==> src/rtl/reg_write_arbiter.sv <==
// Two-source register-file write arbiter: one holding buffer per requester,
// round-robin issue of one write per cycle, and a per-register pending scoreboard.
module reg_write_arbiter #(
   parameter int DW = 32,
   parameter int AW = 5
) (
   input  logic          clk,
   input  logic          reset,
   input  logic          alu_valid,
   output logic          alu_ready,
   input  logic [AW-1:0] alu_addr,
   input  logic [DW-1:0] alu_data,
   input  logic          mem_valid,
   output logic          mem_ready,
   input  logic [AW-1:0] mem_addr,
   input  logic [DW-1:0] mem_data,
   output logic          WE3,
   output logic [AW-1:0] A3,
   output logic [DW-1:0] WD3,
   output logic          grant_src,
   output logic [31:0]   pending
);

   typedef enum logic {SRC_ALU = 1'b0, SRC_MEM = 1'b1} src_t;

   src_t          rr_ptr, rr_ptr_n;
   logic          alu_full, alu_full_n, mem_full, mem_full_n;
   logic [AW-1:0] alu_baddr, mem_baddr;
   logic [DW-1:0] alu_bdata, mem_bdata;
   logic          alu_acc, mem_acc, grant_alu, grant_mem;
   logic          we_n, gsrc_n;
   logic [AW-1:0] a_n;
   logic [DW-1:0] wd_n;
   logic [31:0]   set_mask, clr_mask, pend_n;

   assign alu_ready = ~alu_full;
   assign mem_ready = ~mem_full;

   always_ff @(posedge clk or posedge reset) begin
      if (reset) begin
         rr_ptr    <= SRC_ALU;
         alu_full  <= 1'b0;
         mem_full  <= 1'b0;
         alu_baddr <= '0;
         alu_bdata <= '0;
         mem_baddr <= '0;
         mem_bdata <= '0;
         WE3       <= 1'b0;
         A3        <= '0;
         WD3       <= '0;
         grant_src <= 1'b0;
         pending   <= '0;
      end else begin
         rr_ptr    <= rr_ptr_n;
         alu_full  <= alu_full_n;
         mem_full  <= mem_full_n;
         WE3       <= we_n;
         A3        <= a_n;
         WD3       <= wd_n;
         grant_src <= gsrc_n;
         pending   <= pend_n;
         if (alu_acc) begin
            alu_baddr <= alu_addr;
            alu_bdata <= alu_data;
         end
         if (mem_acc) begin
            mem_baddr <= mem_addr;
            mem_bdata <= mem_data;
         end
      end
   end

   always_comb begin
      // Writes to register zero finish the handshake but never fill the buffer.
      alu_acc   = alu_valid & ~alu_full & (alu_addr != '0);
      mem_acc   = mem_valid & ~mem_full & (mem_addr != '0);
      grant_alu = alu_full & (~mem_full | (rr_ptr == SRC_ALU));
      grant_mem = mem_full & ~grant_alu;

      we_n     = 1'b0;
      a_n      = A3;
      wd_n     = WD3;
      gsrc_n   = grant_src;
      rr_ptr_n = rr_ptr;
      if (grant_alu) begin
         we_n     = 1'b1;
         a_n      = alu_baddr;
         wd_n     = alu_bdata;
         gsrc_n   = 1'b0;
         rr_ptr_n = SRC_MEM;
      end else if (grant_mem) begin
         we_n     = 1'b1;
         a_n      = mem_baddr;
         wd_n     = mem_bdata;
         gsrc_n   = 1'b1;
         rr_ptr_n = SRC_ALU;
      end

      // A buffer never accepts and is granted on the same edge.
      alu_full_n = alu_full ? ~grant_alu : alu_acc;
      mem_full_n = mem_full ? ~grant_mem : mem_acc;

      set_mask = '0;
      if (alu_acc) set_mask = set_mask | (32'd1 << alu_addr);
      if (mem_acc) set_mask = set_mask | (32'd1 << mem_addr);
      clr_mask = WE3 ? (32'd1 << A3) : '0;
      // Set wins over clear; bit 0 is never tracked.
      pend_n   = ((pending & ~clr_mask) | set_mask) & ~32'd1;
   end

endmodule

==> config.mk <==
export PLATFORM = sky130hd
export DESIGN_NAME = reg_write_arbiter
export DESIGN_NICKNAME = d
export VERILOG_FILES = /design/src/rtl/reg_write_arbiter.sv
export SDC_FILE = /design/constraint.sdc
export NUM_CORES = 1
export LEC_CHECK = 0
export CAP_MARGIN = 40
export CORE_ASPECT_RATIO = 0.8
export CORE_UTILIZATION = 45
export DETAILED_ROUTE_END_ITERATION = 12
export PLACE_DENSITY_LB_ADDON = 0.25
export SLEW_MARGIN = 10
export SYNTH_ARGS = -nofsm -noshare
export SYNTH_HDL_FRONTEND = slang
export SYNTH_SLANG_ARGS = --single-unit
==> constraint.sdc <==
create_clock -name clk -period 5.7 [get_ports clk]
set_input_delay 0.855 -clock clk [delete_from_list [all_inputs] [get_ports clk]]
set_output_delay 0.855 -clock clk [all_outputs]
set_load 0.05 [all_outputs]
==> metrics.log <==
[flow] collecting metrics
INFO  metric run_status = finished, final reports clean
INFO  metric postCtsResizedCells = 0
INFO  metric async_reset_ff_frac = 1.00
INFO  metric clk_path_buf_depth = 2
INFO  metric clkLatencyLatePin = 420 ps
INFO  metric cts_tree = yes
INFO  metric syn_to_final_growth = 35.9%
INFO  metric floorplan.die.width = 133 um
INFO  metric worstHoldPathCells = 2
INFO  metric rrSetupSlack = 3110 ps
INFO  metric setup_buffers_after_cts = 0
INFO  metric finish.instance_area = 8400 um^2
INFO  metric synth.comb.largest_family = multiplexers
INFO  metric worstReg2RegEnd = A3[4]
INFO  metric htree_levels = 4
INFO  metric final.clkbuf_count = 20
INFO  metric sequential_cell_total = 147
INFO  metric highest-signal-layer = met4
INFO  metric globalRoute.totalOverflow = 0
INFO  metric power_frac_clock = 0.209
INFO  metric fill_cells = 1,041
INFO  metric fin_crit = 3050 ps
INFO  metric min-delay-path-class = flop to flop
INFO  metric post-route-util = 0.639
INFO  metric final.setup.tns = 0 ps
INFO  metric power.internal = 3.01 mW
INFO  metric cp.depth = 2
INFO  metric powerClk = 1.09 mW
INFO  metric first_pass_grt_wire_length = 25,800 um
INFO  metric ys_chip_area = 6180 um^2
INFO  metric post_route_cells_drive_above_1_share = 0.167
INFO  metric power_leader = combinational logic
INFO  metric core_area = 13,100 um^2
INFO  metric finalWeightedCongestion = 0.912
INFO  metric cpMaxStageDelayCell = sky130_fd_sc_hd__dfrtp_2
INFO  metric core.rowCount = 37
INFO  metric dpl.hpwl = 11,400 um
INFO  metric yosys.area.top_type_share = 0.595
INFO  metric detailroute.wirelength.met2 = 7340 um
INFO  metric cts.hold.buffers_added = 0
INFO  metric maxCapViolations = 0
INFO  metric slew_limit_headroom = 0.482
INFO  metric routed-wl-met3 = 1210 um
INFO  metric grt_pass1_vias = 4,664
INFO  metric crit_start = mem_full
INFO  metric post_synth_xor_area_fraction = 0
INFO  metric worst_r2r_startpoint = mem_full
INFO  metric syn_nets = 571
INFO  metric cell_type_count = 33
INFO  metric layout.non_clock_buffers = 155
INFO  metric wl_met1 = 7600 um
INFO  metric tapCellCount = 175
INFO  metric post_synth_ao_oa_area_fraction = 0.120
INFO  metric layout.nonclk_buf_frac = 0.185
INFO  metric simple_gate_fraction_of_synth_area = 0.0812
INFO  metric p_total = 5.21 mW
INFO  metric critPathKind = flop to primary output
INFO  metric worst-path-max-fanout = 27
INFO  metric edf_count = 0
INFO  metric layout_worst_path_cycle_share = 0.535
INFO  metric clkSinkCount = 147
INFO  metric fp_util = 0.470
INFO  metric diodes = 0
INFO  metric seq_share = 0.438
INFO  metric log.warning_count = 26
INFO  metric numSynthFlops = 147
INFO  metric die_area = 14,200 um^2
INFO  metric area.sequential = 3680 um^2
INFO  metric non_clock_inverter_count = 3
INFO  metric whs_endpoint = WD3[22]
INFO  metric worst_slew_pin_slew = 775 ps
INFO  metric regs_by_ff_count = WD3 (32), alu_bdata (32), mem_bdata (32)
INFO  metric hold_ws = 471 ps
INFO  metric top_cells_by_area = sky130_fd_sc_hd__dfrtp_1 (60%), sky130_fd_sc_hd__mux2_2 (12%), sky130_fd_sc_hd__mux2i_1 (6.0%)
INFO  metric synth.cellmix.adderShare = 0
INFO  metric synth-seq-area-share = 0.595
INFO  metric vias_per_cell = 5.59
INFO  metric comb.multi_input.count = 315
INFO  metric top_area_cell_class = registers
INFO  metric hold_path_startpoint = alu_bdata[22]
INFO  metric antenna_left = 0
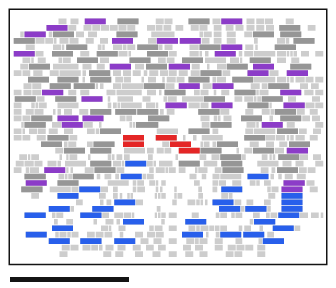
*Where the registers sit*
The bar under the picture is 50 um long. Other sequential cells in the stronger gray, the rest of the logic in the fainter gray.
blue -> pending  # placed flops 31, where a horizontal strip, bottom
red -> alu_baddr  # placed flops 5, where middle
purple -> mem_bdata  # placed flops 32

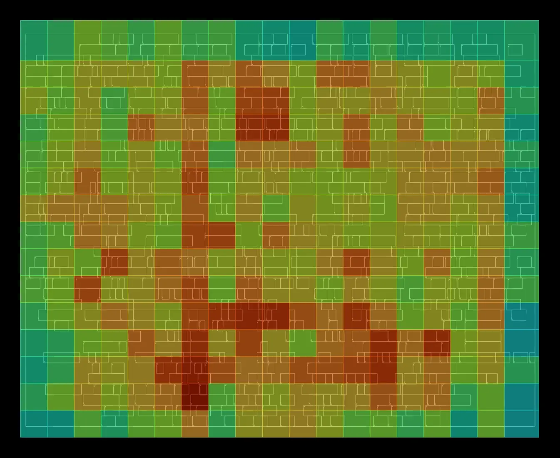
*Routing congestion*
total routing resource utilization after global routing: 0.242
GRT met2 Usage: 0.350
met3 track demand over resource in global routing: 0.0775
gr busiest metal: met2
met1 layer usage reported by global route: 0.341

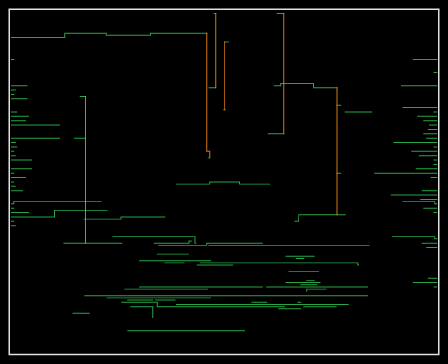
*Signal wires by layer*
Only two layers are drawn.
green -> met3  # wire length 1,210 um
orange -> met4  # wire length 206 um
wirelength, routed: 16,400 um
routed length per placed instance: 19.8 um
vias after detailed routing: 4,620

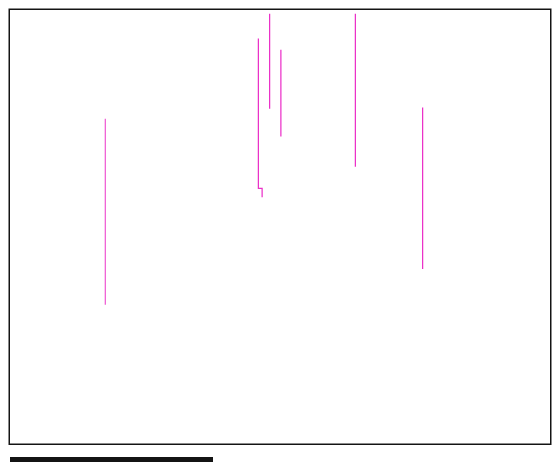
*Metal 4*
The bar under the picture is 50 um long.
nets with wire on the layer = 5
wire length on this layer = 206 um
longest straight run = 45.6 um
share of all routed wire = 1.3%
main direction = vertical

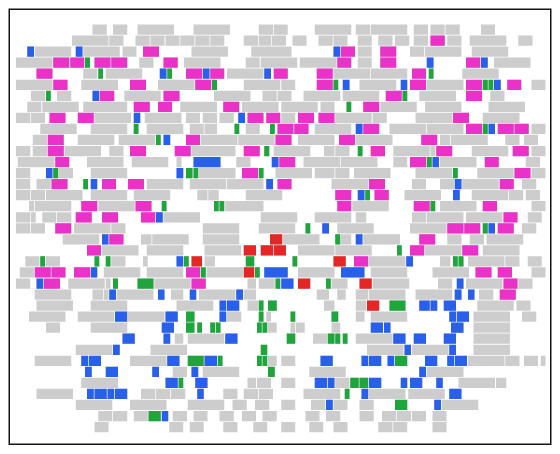
*Gate families picked out*
green -> NAND gates  # cells 78
magenta -> multiplexers  # cells 101
blue -> inverting AOI/OAI gates  # cells 103, where all over the die
red -> AND-OR and OR-AND gates  # cells 10, where middle
Top cell excl fill/tap: sky130_fd_sc_hd__clkdlybuf4s50_1
non-filler cells in the finished layout: 826
multi-input gate share of the layout cell area: 0.280

Power figures rest on the tool's default switching activity, not on a simulated workload.
